## config.mk

```make
export PLATFORM = sky130hd
export DESIGN_NAME = ten_gig_eth_loop_tx_arbiter_flat
export DESIGN_NICKNAME = d
export VERILOG_FILES = /design/src/rtl/ten_gig_eth_loop_tx_arbiter_pkg.sv /design/src/rtl/ten_gig_eth_loop_tx_arbiter_if.sv /design/src/rtl/ten_gig_eth_loop_tx_arbiter_sat_cnt.sv /design/src/rtl/ten_gig_eth_loop_tx_arbiter.sv /design/src/flat_wrapper.sv
export SDC_FILE = /design/constraint.sdc
export NUM_CORES = 1
export LEC_CHECK = 0
export CAP_MARGIN = 20
export CORE_MARGIN = 2
export CORE_UTILIZATION = 33
export CTS_CLUSTER_SIZE = 12
export DETAILED_ROUTE_END_ITERATION = 10
export GPL_TIMING_DRIVEN = 0
export PLACE_DENSITY = 0.85
export SETUP_SLACK_MARGIN = 0.02
export SLEW_MARGIN = 20
export SYNTH_ARGS = -nofsm -noshare
export SYNTH_HDL_FRONTEND = slang
export SYNTH_SLANG_ARGS = --single-unit
export TNS_END_PERCENT = 20
```

## constraint.sdc

```tcl
create_clock -name piEthCoreClk -period 2.23 [get_ports piEthCoreClk]
set_input_delay 0.446 -clock piEthCoreClk [delete_from_list [all_inputs] [get_ports piEthCoreClk]]
set_output_delay 0.446 -clock piEthCoreClk [all_outputs]
set_load 0.05 [all_outputs]
```

## src/rtl/ten_gig_eth_loop_tx_arbiter_pkg.sv

```systemverilog
// ---------------------------------------------------------------------------
// ten_gig_eth_loop_tx_arbiter_pkg
//  Shared definitions for the 10GbE loopback TX arbiter: default stream
//  widths, the arbiter state encoding and the next-grant decision used at
//  every frame boundary.
// ---------------------------------------------------------------------------
package ten_gig_eth_loop_tx_arbiter_pkg;

  localparam int DATA_W_DEF = 64;
  localparam int BYTE_W     = 8;

  typedef enum logic [1:0] {
    IDLE      = 2'd0,
    GNT_APP   = 2'd1,
    GNT_LPB   = 2'd2,
    DRAIN_LPB = 2'd3
  } arb_state_e;

  // Arbitration at a frame boundary.
  //  loop_en    : loopback enable held in the register this cycle
  //  favour_lpb : round-robin pointer, 1 = loopback has the next turn
  // A pending loopback frame is drained when loopback is off, but never
  // ahead of a pending application frame.
  function automatic arb_state_e next_grant(input logic app_v,
                                            input logic lpb_v,
                                            input logic loop_en,
                                            input logic favour_lpb);
    arb_state_e nxt;
    nxt = IDLE;
    if (app_v && lpb_v) begin
      if (loop_en && favour_lpb) nxt = GNT_LPB;
      else                       nxt = GNT_APP;
    end else if (app_v) begin
      nxt = GNT_APP;
    end else if (lpb_v) begin
      nxt = loop_en ? GNT_LPB : DRAIN_LPB;
    end
    return nxt;
  endfunction

endpackage

```

## src/rtl/ten_gig_eth_loop_tx_arbiter_if.sv

```systemverilog
// ---------------------------------------------------------------------------
// ten_gig_eth_loop_tx_arbiter_if
//  AXI4-Stream bundle used for the application, loopback and MAC TX streams.
//   tdata  DATA_W     payload
//   tkeep  DATA_W/8   byte enables (passed through unchecked)
//   tlast  1          last beat of frame
//   tvalid 1          source has a beat
//   tready 1          sink accepts the beat
//  master: drives tdata/tkeep/tlast/tvalid, receives tready
//  slave : receives tdata/tkeep/tlast/tvalid, drives tready
// ---------------------------------------------------------------------------
interface ten_gig_eth_loop_tx_arbiter_if
  import ten_gig_eth_loop_tx_arbiter_pkg::*;
#(
  parameter int DATA_W = DATA_W_DEF
) ();

  localparam int KEEP_W = DATA_W / BYTE_W;

  logic [DATA_W-1:0] tdata;
  logic [KEEP_W-1:0] tkeep;
  logic              tlast;
  logic              tvalid;
  logic              tready;

  modport master (
    output tdata,
    output tkeep,
    output tlast,
    output tvalid,
    input  tready
  );

  modport slave (
    input  tdata,
    input  tkeep,
    input  tlast,
    input  tvalid,
    output tready
  );

endinterface

```

## src/rtl/ten_gig_eth_loop_tx_arbiter_sat_cnt.sv

```systemverilog
// ---------------------------------------------------------------------------
// ten_gig_eth_sat_cnt
//  CNT_W-bit event counter that sticks at its maximum value.
//   clk   in  1      rising-edge clock
//   rst_n in  1      asynchronous active-low reset (count -> 0)
//   clr   in  1      synchronous clear, has priority over inc
//   inc   in  1      count one event
//   cnt   out CNT_W  current count
// ---------------------------------------------------------------------------
module ten_gig_eth_sat_cnt #(
  parameter int CNT_W = 16
) (
  input  logic             clk,
  input  logic             rst_n,
  input  logic             clr,
  input  logic             inc,
  output logic [CNT_W-1:0] cnt
);

  always_ff @(posedge clk or negedge rst_n) begin
    if (!rst_n) begin
      cnt <= '0;
    end else if (clr) begin
      cnt <= '0;
    end else if (inc && (cnt != '1)) begin
      cnt <= cnt + 1'b1;
    end
  end

endmodule

```

## src/rtl/ten_gig_eth_loop_tx_arbiter.sv

```systemverilog
// ---------------------------------------------------------------------------
// ten_gig_eth_loop_tx_arbiter
//  Frame-level 2:1 AXI4-Stream arbiter in front of the 10GbE MAC TX path.
//  Source app = application TX, source lpb = loopback (RX through the MAC
//  address swapper). The loopback enable is sampled only at frame
//  boundaries and drives poSwapEn, so routing and swapping never change in
//  the middle of a frame. With loopback off, loopback frames are accepted
//  and discarded so the RX path never backs up.
//  Ports:
//   piEthCoreClk  in  1      core clock, rising edge
//   piReset_n     in  1      asynchronous active-low reset
//   piLoopEn      in  1      requested loopback enable (quasi-static)
//   poSwapEn      out 1      frame-aligned enable to the address swapper
//   piClrCnt      in  1      synchronous clear of all frame counters
//   app           slave      application TX stream
//   lpb           slave      loopback stream
//   mac           master     stream to MAC TX
//   poAppFrmCnt   out CNT_W  frames forwarded from app (saturating)
//   poLpbFrmCnt   out CNT_W  frames forwarded from lpb (saturating)
//   poDrpFrmCnt   out CNT_W  lpb frames drained while disabled (saturating)
// ---------------------------------------------------------------------------
module ten_gig_eth_loop_tx_arbiter
  import ten_gig_eth_loop_tx_arbiter_pkg::*;
#(
  parameter int DATA_W = DATA_W_DEF,
  parameter int CNT_W  = 16
) (
  input  logic                          piEthCoreClk,
  input  logic                          piReset_n,
  input  logic                          piLoopEn,
  output logic                          poSwapEn,
  input  logic                          piClrCnt,
  ten_gig_eth_loop_tx_arbiter_if.slave  app,
  ten_gig_eth_loop_tx_arbiter_if.slave  lpb,
  ten_gig_eth_loop_tx_arbiter_if.master mac,
  output logic [CNT_W-1:0]              poAppFrmCnt,
  output logic [CNT_W-1:0]              poLpbFrmCnt,
  output logic [CNT_W-1:0]              poDrpFrmCnt
);

  localparam int KEEP_W = DATA_W / BYTE_W;

  arb_state_e state_q, state_nxt;
  logic       loop_en_q, loop_en_nxt;
  logic       rr_ptr_q, rr_ptr_nxt;   // 1 = loopback has the next turn
  logic       sof_q, sof_nxt;         // no beat of the granted frame moved yet

  logic              sel_lpb;
  logic              mac_valid;
  logic              app_ready;
  logic              lpb_ready;
  logic              app_inc;
  logic              lpb_inc;
  logic              drp_inc;
  logic [DATA_W-1:0] mux_data;
  logic [KEEP_W-1:0] mux_keep;
  logic              mux_last;

  // -------------------------------------------------------------------------
  // State register
  // -------------------------------------------------------------------------
  always_ff @(posedge piEthCoreClk or negedge piReset_n) begin
    if (!piReset_n) begin
      state_q   <= IDLE;
      loop_en_q <= 1'b0;
      rr_ptr_q  <= 1'b0;
      sof_q     <= 1'b1;
    end else begin
      state_q   <= state_nxt;
      loop_en_q <= loop_en_nxt;
      rr_ptr_q  <= rr_ptr_nxt;
      sof_q     <= sof_nxt;
    end
  end

  // -------------------------------------------------------------------------
  // Next state and handshake control
  // On a tlast beat the grant for the following frame is decided in the same
  // edge, so back-to-back frames flow with no idle cycle. The grant decision
  // sees the granted source's own tvalid (its tlast beat); if that source
  // then has no new frame, the sof_q escape returns to IDLE before any beat
  // of the new frame moved, so a silent source cannot lock out the other.
  // -------------------------------------------------------------------------
  always_comb begin
    state_nxt   = state_q;
    loop_en_nxt = loop_en_q;
    rr_ptr_nxt  = rr_ptr_q;
    sof_nxt     = sof_q;
    sel_lpb     = 1'b0;
    mac_valid   = 1'b0;
    app_ready   = 1'b0;
    lpb_ready   = 1'b0;
    app_inc     = 1'b0;
    lpb_inc     = 1'b0;
    drp_inc     = 1'b0;

    unique case (state_q)
      IDLE: begin
        loop_en_nxt = piLoopEn;
        sof_nxt     = 1'b1;
        state_nxt   = next_grant(app.tvalid, lpb.tvalid, loop_en_q, rr_ptr_q);
      end

      GNT_APP: begin
        mac_valid = app.tvalid;
        app_ready = mac.tready;
        if (app.tvalid && mac.tready) begin
          sof_nxt = app.tlast;
          if (app.tlast) begin
            app_inc     = 1'b1;
            rr_ptr_nxt  = 1'b1;
            loop_en_nxt = piLoopEn;
            state_nxt   = next_grant(app.tvalid, lpb.tvalid, loop_en_q, 1'b1);
          end
        end else if (sof_q && !app.tvalid) begin
          state_nxt = IDLE;
        end
      end

      GNT_LPB: begin
        sel_lpb   = 1'b1;
        mac_valid = lpb.tvalid;
        lpb_ready = mac.tready;
        if (lpb.tvalid && mac.tready) begin
          sof_nxt = lpb.tlast;
          if (lpb.tlast) begin
            lpb_inc     = 1'b1;
            rr_ptr_nxt  = 1'b0;
            loop_en_nxt = piLoopEn;
            state_nxt   = next_grant(app.tvalid, lpb.tvalid, loop_en_q, 1'b0);
          end
        end else if (sof_q && !lpb.tvalid) begin
          state_nxt = IDLE;
        end
      end

      DRAIN_LPB: begin
        // Loopback data is swallowed; the MAC sees nothing.
        lpb_ready = 1'b1;
        if (lpb.tvalid) begin
          sof_nxt = lpb.tlast;
          if (lpb.tlast) begin
            drp_inc     = 1'b1;
            loop_en_nxt = piLoopEn;
            state_nxt   = next_grant(app.tvalid, lpb.tvalid, loop_en_q, rr_ptr_q);
          end
        end else if (sof_q) begin
          state_nxt = IDLE;
        end
      end

      default: begin
        state_nxt = IDLE;
      end
    endcase
  end

  // -------------------------------------------------------------------------
  // Zero-latency output mux
  // -------------------------------------------------------------------------
  always_comb begin
    mux_data = app.tdata;
    mux_keep = app.tkeep;
    mux_last = app.tlast;
    if (sel_lpb) begin
      mux_data = lpb.tdata;
      mux_keep = lpb.tkeep;
      mux_last = lpb.tlast;
    end
  end

  assign mac.tdata  = mux_data;
  assign mac.tkeep  = mux_keep;
  assign mac.tlast  = mux_last;
  assign mac.tvalid = mac_valid;
  assign app.tready = app_ready;
  assign lpb.tready = lpb_ready;
  assign poSwapEn   = loop_en_q;

  // -------------------------------------------------------------------------
  // Frame counters
  // -------------------------------------------------------------------------
  ten_gig_eth_sat_cnt #(.CNT_W(CNT_W)) u_app_cnt (
    .clk   (piEthCoreClk),
    .rst_n (piReset_n),
    .clr   (piClrCnt),
    .inc   (app_inc),
    .cnt   (poAppFrmCnt)
  );

  ten_gig_eth_sat_cnt #(.CNT_W(CNT_W)) u_lpb_cnt (
    .clk   (piEthCoreClk),
    .rst_n (piReset_n),
    .clr   (piClrCnt),
    .inc   (lpb_inc),
    .cnt   (poLpbFrmCnt)
  );

  ten_gig_eth_sat_cnt #(.CNT_W(CNT_W)) u_drp_cnt (
    .clk   (piEthCoreClk),
    .rst_n (piReset_n),
    .clr   (piClrCnt),
    .inc   (drp_inc),
    .cnt   (poDrpFrmCnt)
  );

endmodule

```

## src/flat_wrapper.sv

```systemverilog
// flat-port wrapper written by rule: the top's interface ports become plain ports
module ten_gig_eth_loop_tx_arbiter_flat import ten_gig_eth_loop_tx_arbiter_pkg::*;
#(
  parameter int DATA_W = DATA_W_DEF,
  parameter int CNT_W  = 16
)
  (piEthCoreClk, piReset_n, piLoopEn, poSwapEn, piClrCnt, poAppFrmCnt, poLpbFrmCnt, poDrpFrmCnt, app_tdata, app_tkeep, app_tlast, app_tvalid, app_tready, lpb_tdata, lpb_tkeep, lpb_tlast, lpb_tvalid, lpb_tready, mac_tdata, mac_tkeep, mac_tlast, mac_tvalid, mac_tready);
  ten_gig_eth_loop_tx_arbiter_if #(.DATA_W(DATA_W)) app_i ();
  ten_gig_eth_loop_tx_arbiter_if #(.DATA_W(DATA_W)) lpb_i ();
  ten_gig_eth_loop_tx_arbiter_if #(.DATA_W(DATA_W)) mac_i ();
  input  logic piEthCoreClk;
  input  logic piReset_n;
  input  logic piLoopEn;
  output logic poSwapEn;
  input  logic piClrCnt;
  output logic [CNT_W-1:0] poAppFrmCnt;
  output logic [CNT_W-1:0] poLpbFrmCnt;
  output logic [CNT_W-1:0] poDrpFrmCnt;
  input wire logic [$bits(app_i.tdata)-1:0] app_tdata;
  input wire logic [$bits(app_i.tkeep)-1:0] app_tkeep;
  input wire logic [$bits(app_i.tlast)-1:0] app_tlast;
  input wire logic [$bits(app_i.tvalid)-1:0] app_tvalid;
  output wire logic [$bits(app_i.tready)-1:0] app_tready;
  input wire logic [$bits(lpb_i.tdata)-1:0] lpb_tdata;
  input wire logic [$bits(lpb_i.tkeep)-1:0] lpb_tkeep;
  input wire logic [$bits(lpb_i.tlast)-1:0] lpb_tlast;
  input wire logic [$bits(lpb_i.tvalid)-1:0] lpb_tvalid;
  output wire logic [$bits(lpb_i.tready)-1:0] lpb_tready;
  output wire logic [$bits(mac_i.tdata)-1:0] mac_tdata;
  output wire logic [$bits(mac_i.tkeep)-1:0] mac_tkeep;
  output wire logic [$bits(mac_i.tlast)-1:0] mac_tlast;
  output wire logic [$bits(mac_i.tvalid)-1:0] mac_tvalid;
  input wire logic [$bits(mac_i.tready)-1:0] mac_tready;
  assign app_i.tdata = app_tdata;
  assign app_i.tkeep = app_tkeep;
  assign app_i.tlast = app_tlast;
  assign app_i.tvalid = app_tvalid;
  assign app_tready = app_i.tready;
  assign lpb_i.tdata = lpb_tdata;
  assign lpb_i.tkeep = lpb_tkeep;
  assign lpb_i.tlast = lpb_tlast;
  assign lpb_i.tvalid = lpb_tvalid;
  assign lpb_tready = lpb_i.tready;
  assign mac_tdata = mac_i.tdata;
  assign mac_tkeep = mac_i.tkeep;
  assign mac_tlast = mac_i.tlast;
  assign mac_tvalid = mac_i.tvalid;
  assign mac_i.tready = mac_tready;
  ten_gig_eth_loop_tx_arbiter #(.DATA_W(DATA_W), .CNT_W(CNT_W)) u_core (.piEthCoreClk(piEthCoreClk), .piReset_n(piReset_n), .piLoopEn(piLoopEn), .poSwapEn(poSwapEn), .piClrCnt(piClrCnt), .app(app_i), .lpb(lpb_i), .mac(mac_i), .poAppFrmCnt(poAppFrmCnt), .poLpbFrmCnt(poLpbFrmCnt), .poDrpFrmCnt(poDrpFrmCnt));
endmodule
```

### Clock wires, drivers and flops, run 1

Bar = 20 um.
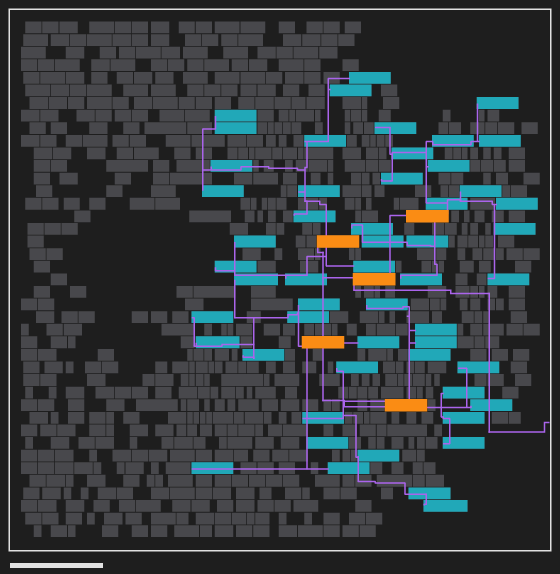
legend:
  clock-net drivers:
    colour: orange
    count: 5
  clock wires:
    colour: purple
    length: 739 um
  flip-flops:
    colour: cyan
    count: 53
routed clock nets: 6

### The metal 4 layer, run 1

Supply wires on this layer in grey.
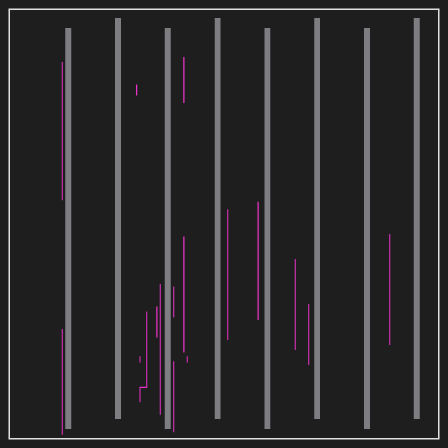
nets with wire on the layer: 16
wire length on this layer: 350 um
longest straight run: 37.4 um

### Cells by drive strength, run 1

Bar = 20 um.
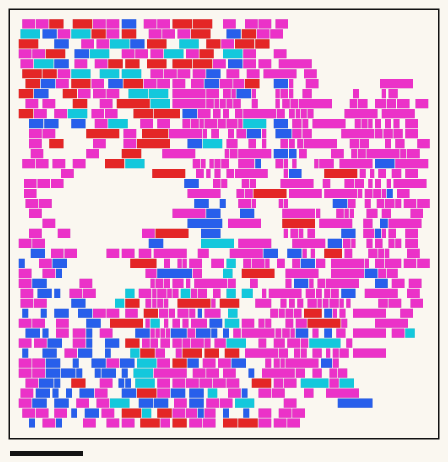
legend:
  x3 and x4:
    colour: cyan
    cells: 43
    share: 5.7%
  x6 and larger:
    colour: red
    cells: 69
    share: 9.2%
  x2:
    colour: blue
    cells: 122
    share: 16%
  x1 and smaller:
    colour: magenta
    cells: 515
    share: 69%

### Sequential cells coloured by netlist name, run 1

Other sequential cells in the stronger grey, the rest of the logic in the fainter grey.
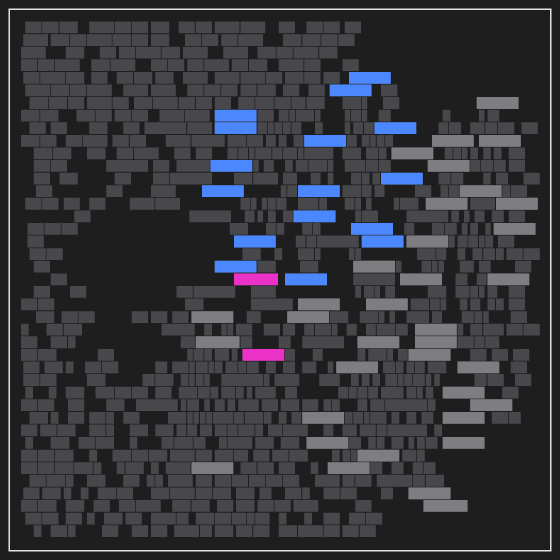
legend:
  `u_core.state_q`:
    colour: magenta
    sequential_cells: 2
  `u_core.u_lpb_cnt.cnt`:
    colour: blue
    sequential_cells: 16
not coloured: 35

==> results.txt, run 1 <==
Results of the run.

The initial antenna violation count came to 3. For reference, the top cells by area after synthesis are sky130_fd_sc_hd__dfrtp_1 (31%), sky130_fd_sc_hd__mux2_2 (25%), sky130_fd_sc_hd__a21oi_1 (4.2%), sky130_fd_sc_hd__nor2b_1 (3.3%), sky130_fd_sc_hd__o31ai_1 (3.0%). The OpenROAD report gives the critical path a required time of 1.78 ns. The script parses the final routing iteration and logs DRC violations as 0. The total iterations of the first detailed-routing run is 5. The launching element of the worst setup path is u_core.state_q[0]. The max-slew check reports its worst relative slack as 0.5165. The cell area power density is 691.4 nW/um^2. The combinational fraction of design power is 0.651. The number of buffers inserted for hold repair after clock tree synthesis is 0. Post-route period utilization is reported as 1.065. The final reports fail on negative setup slack.

In this run the register-to-register setup slack is -0.08 ns. The largest registers in the layout are u_core.u_app_cnt.cnt: 16 flops, u_core.u_drp_cnt.cnt: 16 flops, u_core.u_lpb_cnt.cnt: 16 flops. The count of library flops with an enable pin is 0.

STA lists the endpoint of the worst register-to-register path as u_core.u_drp_cnt.cnt[15]. The clock-pin slew reported for the worst setup and hold paths after clock tree synthesis is 0.07 ns. The flow ran to the end, but the final reports show violations. The commonest register cell is sky130_fd_sc_hd__dfrtp_1. The fraction of synthesis flops using an asynchronous set or reset pin is 1.000.

For this configuration, the core starts out at a cell density of 0.3346. The number of top-level pins is 278. STA classifies the critical path endpoint as a primary output. The delay contributed by the slowest stage of the critical path is 0.45 ns. The end-of-flow timing check tallies setup violations at 75.

Non-clock inverters in the final layout number 12. Setup repair after global routing could not meet its margin everywhere. The largest net degree at the start of global routing is 54. In this run the power spent charging and discharging nets is 0.002393 W.

The synthesized-area fraction occupied by xor and xnor cells is 0. The total wire length after detailed routing is 19.09 mm. Per the layout report, the design carries 1048 filler cells. Sequential cells placed in the final layout were counted as 53. For this run, the number of Yosys warnings is 0. The fraction of cell area in sequential cells is reported as 0.1697.

The tally of nets with antenna violations remaining after routing is 0. The kind of cell with the highest combined delay along the critical path is buffers and inverters. The global-route wire length before repair is 26.50 mm. The worst path buffer plus inverter count is 5. The fraction of cell area in multi-input combinational cells is reported as 0.3670. The area added between synthesis and finish is 87.18%. TritonCTS built the clock tree. The area taken by multi-input combinational cells is reported as 2877 um^2. The vertical die size is 116.7 um.

Yosys reports the multiplexer fraction of the synthesized area as 0.2626. The top cell types in the final layout, fill and taps aside, are sky130_fd_sc_hd__clkdlybuf4s50_1 (198), sky130_fd_sc_hd__mux2_2 (70), sky130_fd_sc_hd__dfrtp_1 (50). The transition time at the pin with the least slew margin is 0.7197 ns.

The analysis reports a worst IR drop on VDD of 0.4420 mV. Yosys mapped the design onto 46 distinct sky130hd cell types. As logged by OpenROAD, the buffers inserted on ports number 276. The post-route core utilization is 0.6263. The min-delay analysis places its worst path in the category in2async. The area figure in the yosys stat output is 4188 um^2. The number of levels in the clock H-tree is 2. The commonest cells after synthesis are sky130_fd_sc_hd__mux2_2 (94), sky130_fd_sc_hd__dfrtp_1 (52), sky130_fd_sc_hd__a21oi_1 (35). In this run, the synthesized area fraction spent on and/or/nand/nor cells is recorded as 0.2292. The stage logs contain a warning count of 31. The report lists the number of standard-cell rows as 41.

The via count of the first global-routing pass is 4877. The start of the worst register-to-register path is u_core.state_q[1]. The sum of negative setup slack is -7.924 ns. STA shows the worst reg2reg path with a cell count of 6. The maximum fanout count along the critical path is 7. The number of hold violations in the final report is 0.

The setup slack after layout is -0.1450 ns. The power consumed by combinational cells is 0.00353 W.
==> run 1: through the flow <==
| step | hold slack [ns] | std cells | worst slack, ns |
|---|---|---|---|
| 3_5_place_dp | 0.5001 | 900 | -0.8686 |
| 2_1_floorplan | 0.1504 | 452 | 0.02905 |
| 3_3_place_gp | 0.5030 | 900 | -0.9004 |
| 5_1_grt | 0.2488 | 921 | -0.1838 |
| 4_1_cts | 0.2231 | 910 | -0.1905 |
| 6_report | 0.1903 | 923 | -0.1450 |
==> run 1: routing by layer <==
metal,share of wire,global-route usage,up-vias
li1,-,-,2297
met1,0.34,0.2708,2444
met2,0.55,0.4876,262
met3,0.091,0.08251,37
met4,0.018,0.04941,4
met5,0.0012,0,-
### Clock nets, run 1

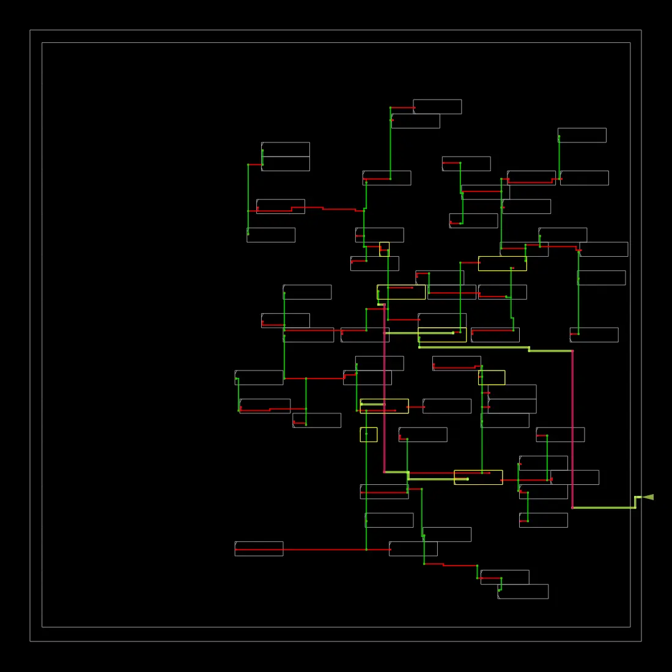

==> run 2, diff against run 1 <==
--- a/config.mk
+++ b/config.mk
@@ -7,11 +7,11 @@
 export LEC_CHECK = 0
 export CAP_MARGIN = 20
 export CORE_MARGIN = 2
-export CORE_UTILIZATION = 33
+export CORE_UTILIZATION = 37
 export CTS_CLUSTER_SIZE = 12
 export DETAILED_ROUTE_END_ITERATION = 10
 export GPL_TIMING_DRIVEN = 0
-export PLACE_DENSITY = 0.85
+export PLACE_DENSITY = 0.9
 export SETUP_SLACK_MARGIN = 0.02
 export SLEW_MARGIN = 20
 export SYNTH_ARGS = -nofsm -noshare
==> constraint.sdc (replaced) <==
create_clock -name piEthCoreClk -period 2.5 [get_ports piEthCoreClk]
set_input_delay 0.5 -clock piEthCoreClk [delete_from_list [all_inputs] [get_ports piEthCoreClk]]
set_output_delay 0.5 -clock piEthCoreClk [all_outputs]
set_load 0.05 [all_outputs]
### Clock nets, run 2

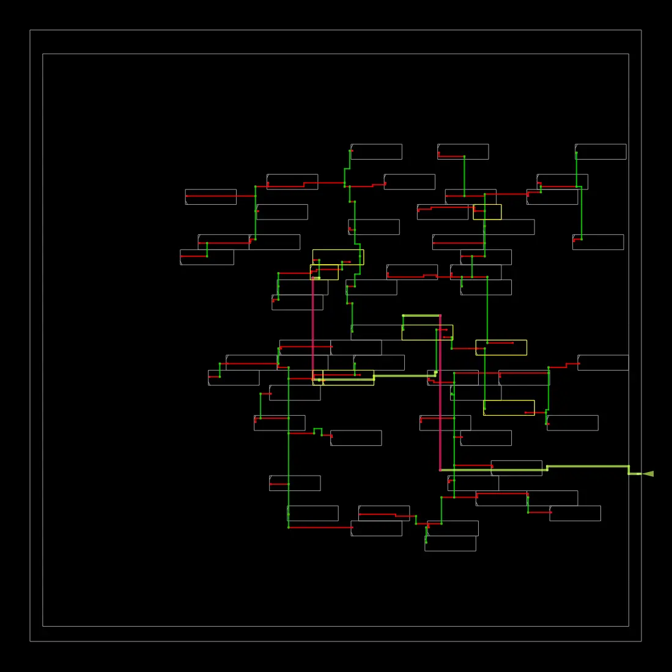
Layout Skew: 0.007103 ns
number of clock buffers inserted by TritonCTS: 5
final sequential cell count: 53
clock buffer count: 7

==> results.txt, run 2 <==
Results of the run.

The routed length on met1 is 6.913 mm (+7.1%). The worst hold slack is 0.2413 ns (+0.05103 ns). The pre-CTS setup slack is -1.190 ns (-0.3209 ns). The flow ran to the end, but the final reports show violations. The area of the core region is 10940 um^2.

In this run the layout overhead on the synthesized area is reported as 72.30%. The required time of the worst setup path is 2.00 ns (+0.22 ns). The initial antenna violation count is 3 (unchanged). The met1 track utilization from global routing was 0.3660 (+0.09523). The commonest cells after synthesis are sky130_fd_sc_hd__mux2_2 (94), sky130_fd_sc_hd__dfrtp_1 (52), sky130_fd_sc_hd__a21oi_1 (35). The cell area power density is 597.6 nW/um^2 (-14%). The launching element of the worst setup path is u_core.state_q[0].

The path depth of the worst reg2reg path came to 8 (+2). The maximum fanout count along the critical path came to 10 (+3). The transition time at the pin with the least slew margin is 0.7735 ns (+0.05379 ns). In the finished design, the share of the clock period the worst path needs comes to 1.009. In the final layout, the registers with the most flip-flops are u_core.u_app_cnt.cnt: 16 flops, u_core.u_drp_cnt.cnt: 16 flops, u_core.u_lpb_cnt.cnt: 16 flops. The total wire length after detailed routing is 18.40 mm (-3.6%). The area fraction in mux cells is 0.2626 (unchanged). The combinational fraction of design power is 0.611 (-0.040). The vertical die size is 110.4 um (-5.4%). The global-route met2 utilization is 0.4890 (+0.001448). The number of non-filler instances in the completed layout is 879 (-4.8%). The number of top-level pins is 278 (unchanged). The detailed-route DRC error count was 0 (unchanged). The number of fillers in the final layout was 895 (-15%). The register-to-register path setup slack was 0.15 ns (+0.23 ns). Setup repair after global routing could not meet its margin everywhere. The clock-pin slew reported for the worst setup and hold paths after clock tree synthesis came to 0.07 ns (about the same). The power consumed by combinational cells is 0.00263 W (-25%). The via count of the first global-routing pass was 4814 (-1.3%). The fraction of synthesis flops using an asynchronous set or reset pin is 1.000 (unchanged). The final-report setup violation count is 5 (-93%).

The met3 wirelength from detailed routing came to 2.050 mm (+17%). The layer carrying the most global-route usage is met2. Per STA, the endpoint of the critical path is mac_tdata[63].

The prevailing post-synth register cell is sky130_fd_sc_hd__dfrtp_1. The tally of nets with antenna violations remaining after routing is 0 (unchanged). The number of cells after detailed placement came to 868 (-3.6%). The worst vdd rail ir drop is 0.4354 mV (-1.5%). The number of buffers inserted for hold repair after clock tree synthesis is 0 (unchanged). Detailed placement finished with a half-perimeter wire length of 15.09 mm. Subtracting the final worst setup slack from the clock period gives 2.522 ns. The checks that failed: negative setup slack. The top cell family by delay on the critical path is buffers and inverters. The sum of negative setup slack is -0.04023 ns (+7.884 ns).

The largest net degree at the start of global routing came to 54 (unchanged). In the layout the commonest cells are sky130_fd_sc_hd__clkdlybuf4s50_1 (199), sky130_fd_sc_hd__mux2_2 (92), sky130_fd_sc_hd__dfrtp_1 (52). The worst path buffer plus inverter count is 4 (-1).

The topmost layer with routed signal wires is met5. The area figure in the yosys stat output is 4188 um^2 (unchanged). The count of distinct cell types in the synthesized netlist was 46 (unchanged). The delay contributed by the slowest stage of the critical path is 0.39 ns (-0.06 ns). The type of the most critical hold path is in2async. The global-route wire length before repair is 26.66 mm (+0.60%). The total iterations of the first detailed-routing run was 6 (+1). The yosys warning tally came to 0 (unchanged). The main area contributors are sky130_fd_sc_hd__dfrtp_1 (31%), sky130_fd_sc_hd__mux2_2 (25%), sky130_fd_sc_hd__a21oi_1 (4.2%), sky130_fd_sc_hd__nor2b_1 (3.3%), sky130_fd_sc_hd__o31ai_1 (3.0%). The met3 capacity usage during global routing was 0.1082 (+0.02566).

The initial core utilization was 0.3830 (+0.04839). The total length of routed met2 wires is 9.176 mm (-13%). The start of the worst register-to-register path is u_core.state_q[0]. The setup slack after layout is -0.02175 ns (+0.1233 ns). The row count was 38 (-7.3%). The OpenROAD warning count was 32 (+3.2%). The number of port buffers is 276 (unchanged). The share of synthesized cell area in and, or, nand and nor gates is 0.2292 (unchanged). The number of hold violations in the final report is 0 (unchanged).

The net switching power is 0.001965 W (-18%). The largest area contributor in the synthesized netlist is sky130_fd_sc_hd__dfrtp_1. The post-route core utilization is 0.6598 (+0.03359). The max-slew headroom at the worst pin was 0.4800 (-0.03646).
==> run 2: cell types whose count changed in the layout (fill, tap and decap cells not counted), sizes merged <==
cell	previous run	this run
buf	96	78
dlygate4sd2	1	0
clkinv	2	1
clkdlybuf4s15	0	9
diode	2	1
clkdlybuf4s50	198	199
clkbuf	30	29
==> run 2: final cells by class <==
type / instances / area, um^2 / share of cell area
antenna: 1 / 2.502 / 0.0003468
buffer: 30 / 211.5 / 0.02930
clock buffer: 7 / 152.6 / 0.02115
clock inverter: 1 / 5.005 / 0.0006936
inverter: 12 / 45.04 / 0.006242
multi-input combinational: 357 / 2725 / 0.3777
sequential: 53 / 1328 / 0.1840
tap: 140 / 175.2 / 0.02428
timing repair buffer: 278 / 2571 / 0.3563
### Sequential cells coloured by netlist name, run 2

Other sequential cells in the stronger grey, the rest of the logic in the fainter grey.
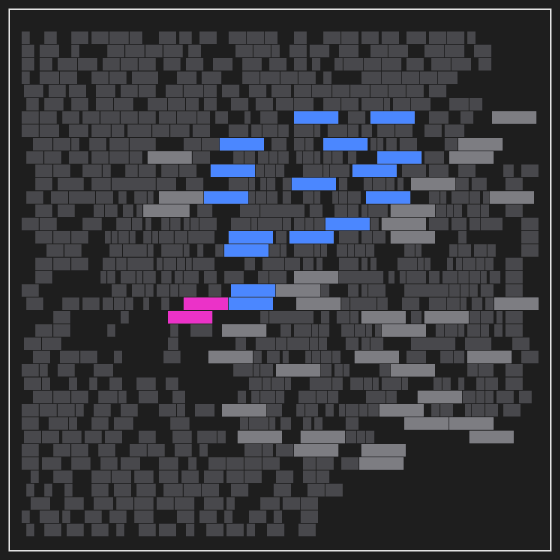

==> run 3, diff against run 2 <==
--- a/config.mk
+++ b/config.mk
@@ -8,7 +8,7 @@
 export CAP_MARGIN = 20
 export CORE_MARGIN = 2
 export CORE_UTILIZATION = 37
-export CTS_CLUSTER_SIZE = 12
+export CTS_CLUSTER_SIZE = 16
 export DETAILED_ROUTE_END_ITERATION = 10
 export GPL_TIMING_DRIVEN = 0
 export PLACE_DENSITY = 0.9
@@ -16,5 +16,6 @@
 export SLEW_MARGIN = 20
 export SYNTH_ARGS = -nofsm -noshare
 export SYNTH_HDL_FRONTEND = slang
+export SYNTH_HIERARCHICAL = 1
 export SYNTH_SLANG_ARGS = --single-unit
 export TNS_END_PERCENT = 20
### Sequential cells coloured by netlist name, run 3

Other sequential cells in the stronger grey, the rest of the logic in the fainter grey.
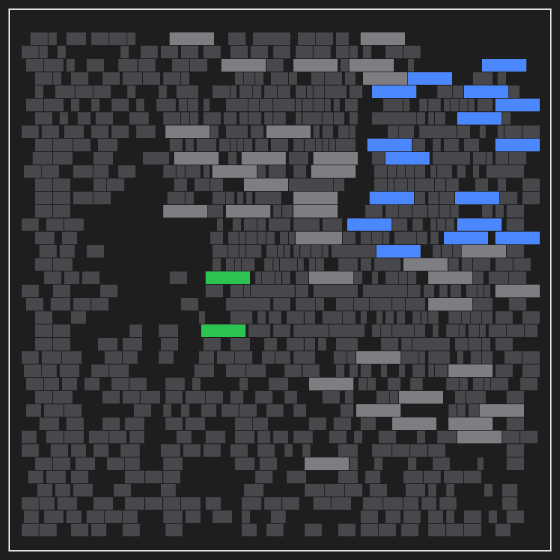
legend:
  `u_core/u_lpb_cnt/cnt`:
    colour: blue
    sequential_cells: 16
  `u_core/state_q`:
    colour: green
    sequential_cells: 2

==> results.txt, run 3 <==
Results of the run.

The run finished, with violations left. The final reports fail on negative setup slack. The final-report setup violation count came to 34 (+29). The row count was 38 (unchanged). The sum of net half-perimeters after detailed placement is 16.30 mm (+8.0%). The most common logic cells in the final layout are sky130_fd_sc_hd__clkdlybuf4s50_1 (198), sky130_fd_sc_hd__mux2_2 (74), sky130_fd_sc_hd__dfrtp_1 (52). The sequential fraction of total cell area came to 0.1810 (-0.002951). The pre-CTS setup slack is -0.7562 ns (+0.4334 ns). The worst vdd rail ir drop is 0.4992 mV (+15%). Setup repair after global routing could not meet its margin everywhere. The detailed-route DRC error count is 0 (unchanged). The combinational fraction of design power is 0.689 (+0.078).

The largest area contributor in the synthesized netlist is sky130_fd_sc_hd__dfrtp_1. The met3 capacity usage during global routing was 0.09440 (-0.01377). The vertical die size came to 110.6 um (+0.19%).

The area fraction in mux cells is 0.2315 (-0.03108). The setup slack after layout is -0.05670 ns (-0.03495 ns). The sum of negative setup slack was -0.6095 ns (-0.5692 ns). The routed length on met1 was 7.449 mm (+7.8%). The tally of nets with antenna violations remaining after routing is 0 (unchanged). The area of the core region is 10980 um^2 (+0.43%). The total length of routed met2 wires came to 9.850 mm (+7.3%). The final-layout non-clock buffer area share is 0.3926 (+0.006952). The non-clock inverter instance count of the final layout is 16 (+4).

The total number of tap cells is 140 (unchanged). The number of sequential cells was 53 (unchanged). The met1 track utilization from global routing is 0.3679 (+0.001847). The highest layer touched by signal routing is met5.

The count of inserted antenna diode cells was 1 (unchanged). The clock-pin slew reported for the worst setup and hold paths after clock tree synthesis was 0.08 ns (about the same). The via count of the first global-routing pass came to 4937 (+2.6%). The transition time at the pin with the least slew margin is 0.7081 ns (-0.06546 ns). The OpenROAD warning count is 32 (unchanged). The total of clock buffers placed in the layout was 5 (-2). The worst hold slack is 0.2620 ns (+0.02075 ns). The required time of the worst setup path was 2.00 ns (about the same). Yosys attributes the largest share of cell area to sky130_fd_sc_hd__dfrtp_1 (31%), sky130_fd_sc_hd__mux2_2 (20%), sky130_fd_sc_hd__a21oi_1 (4.4%), sky130_fd_sc_hd__o31ai_1 (3.0%), sky130_fd_sc_hd__nand2_1 (2.2%). The multi-input combinational cell count was 345 (-3.4%).

The area of the multi-input gates is 2731 um^2 (+0.23%). The minimum period implied by the final worst setup slack is 2.557 ns (+0.03495 ns).
## run 3: cell types whose count changed after synthesis, moves of 10 or more
cell,previous run,this run
sky130_fd_sc_hd__mux2_2,94,74
sky130_fd_sc_hd__nor2b_1,22,11
sky130_fd_sc_hd__nor2_1,28,17
sky130_fd_sc_hd__nand2_1,15,25
## run 3: worst paths after layout
kind | slack [ns] | end | from
min in group piEthCoreClk | 0.54 | u_core/sof_q | u_core/sof_q
max reg2reg | 0.02 | u_core/u_drp_cnt/cnt[3] | u_core/state_q[0]
max in group asynchronous | 1.78 | u_core/u_app_cnt/cnt[13] | piReset_n
max | -0.06 | mac_tdata[31] | u_core/state_q[0]
min | 0.26 | u_core/u_lpb_cnt/cnt[4] | piReset_n
min reg2reg | 0.54 | u_core/sof_q | u_core/sof_q
Power is estimated from default activity; no workload was simulated.
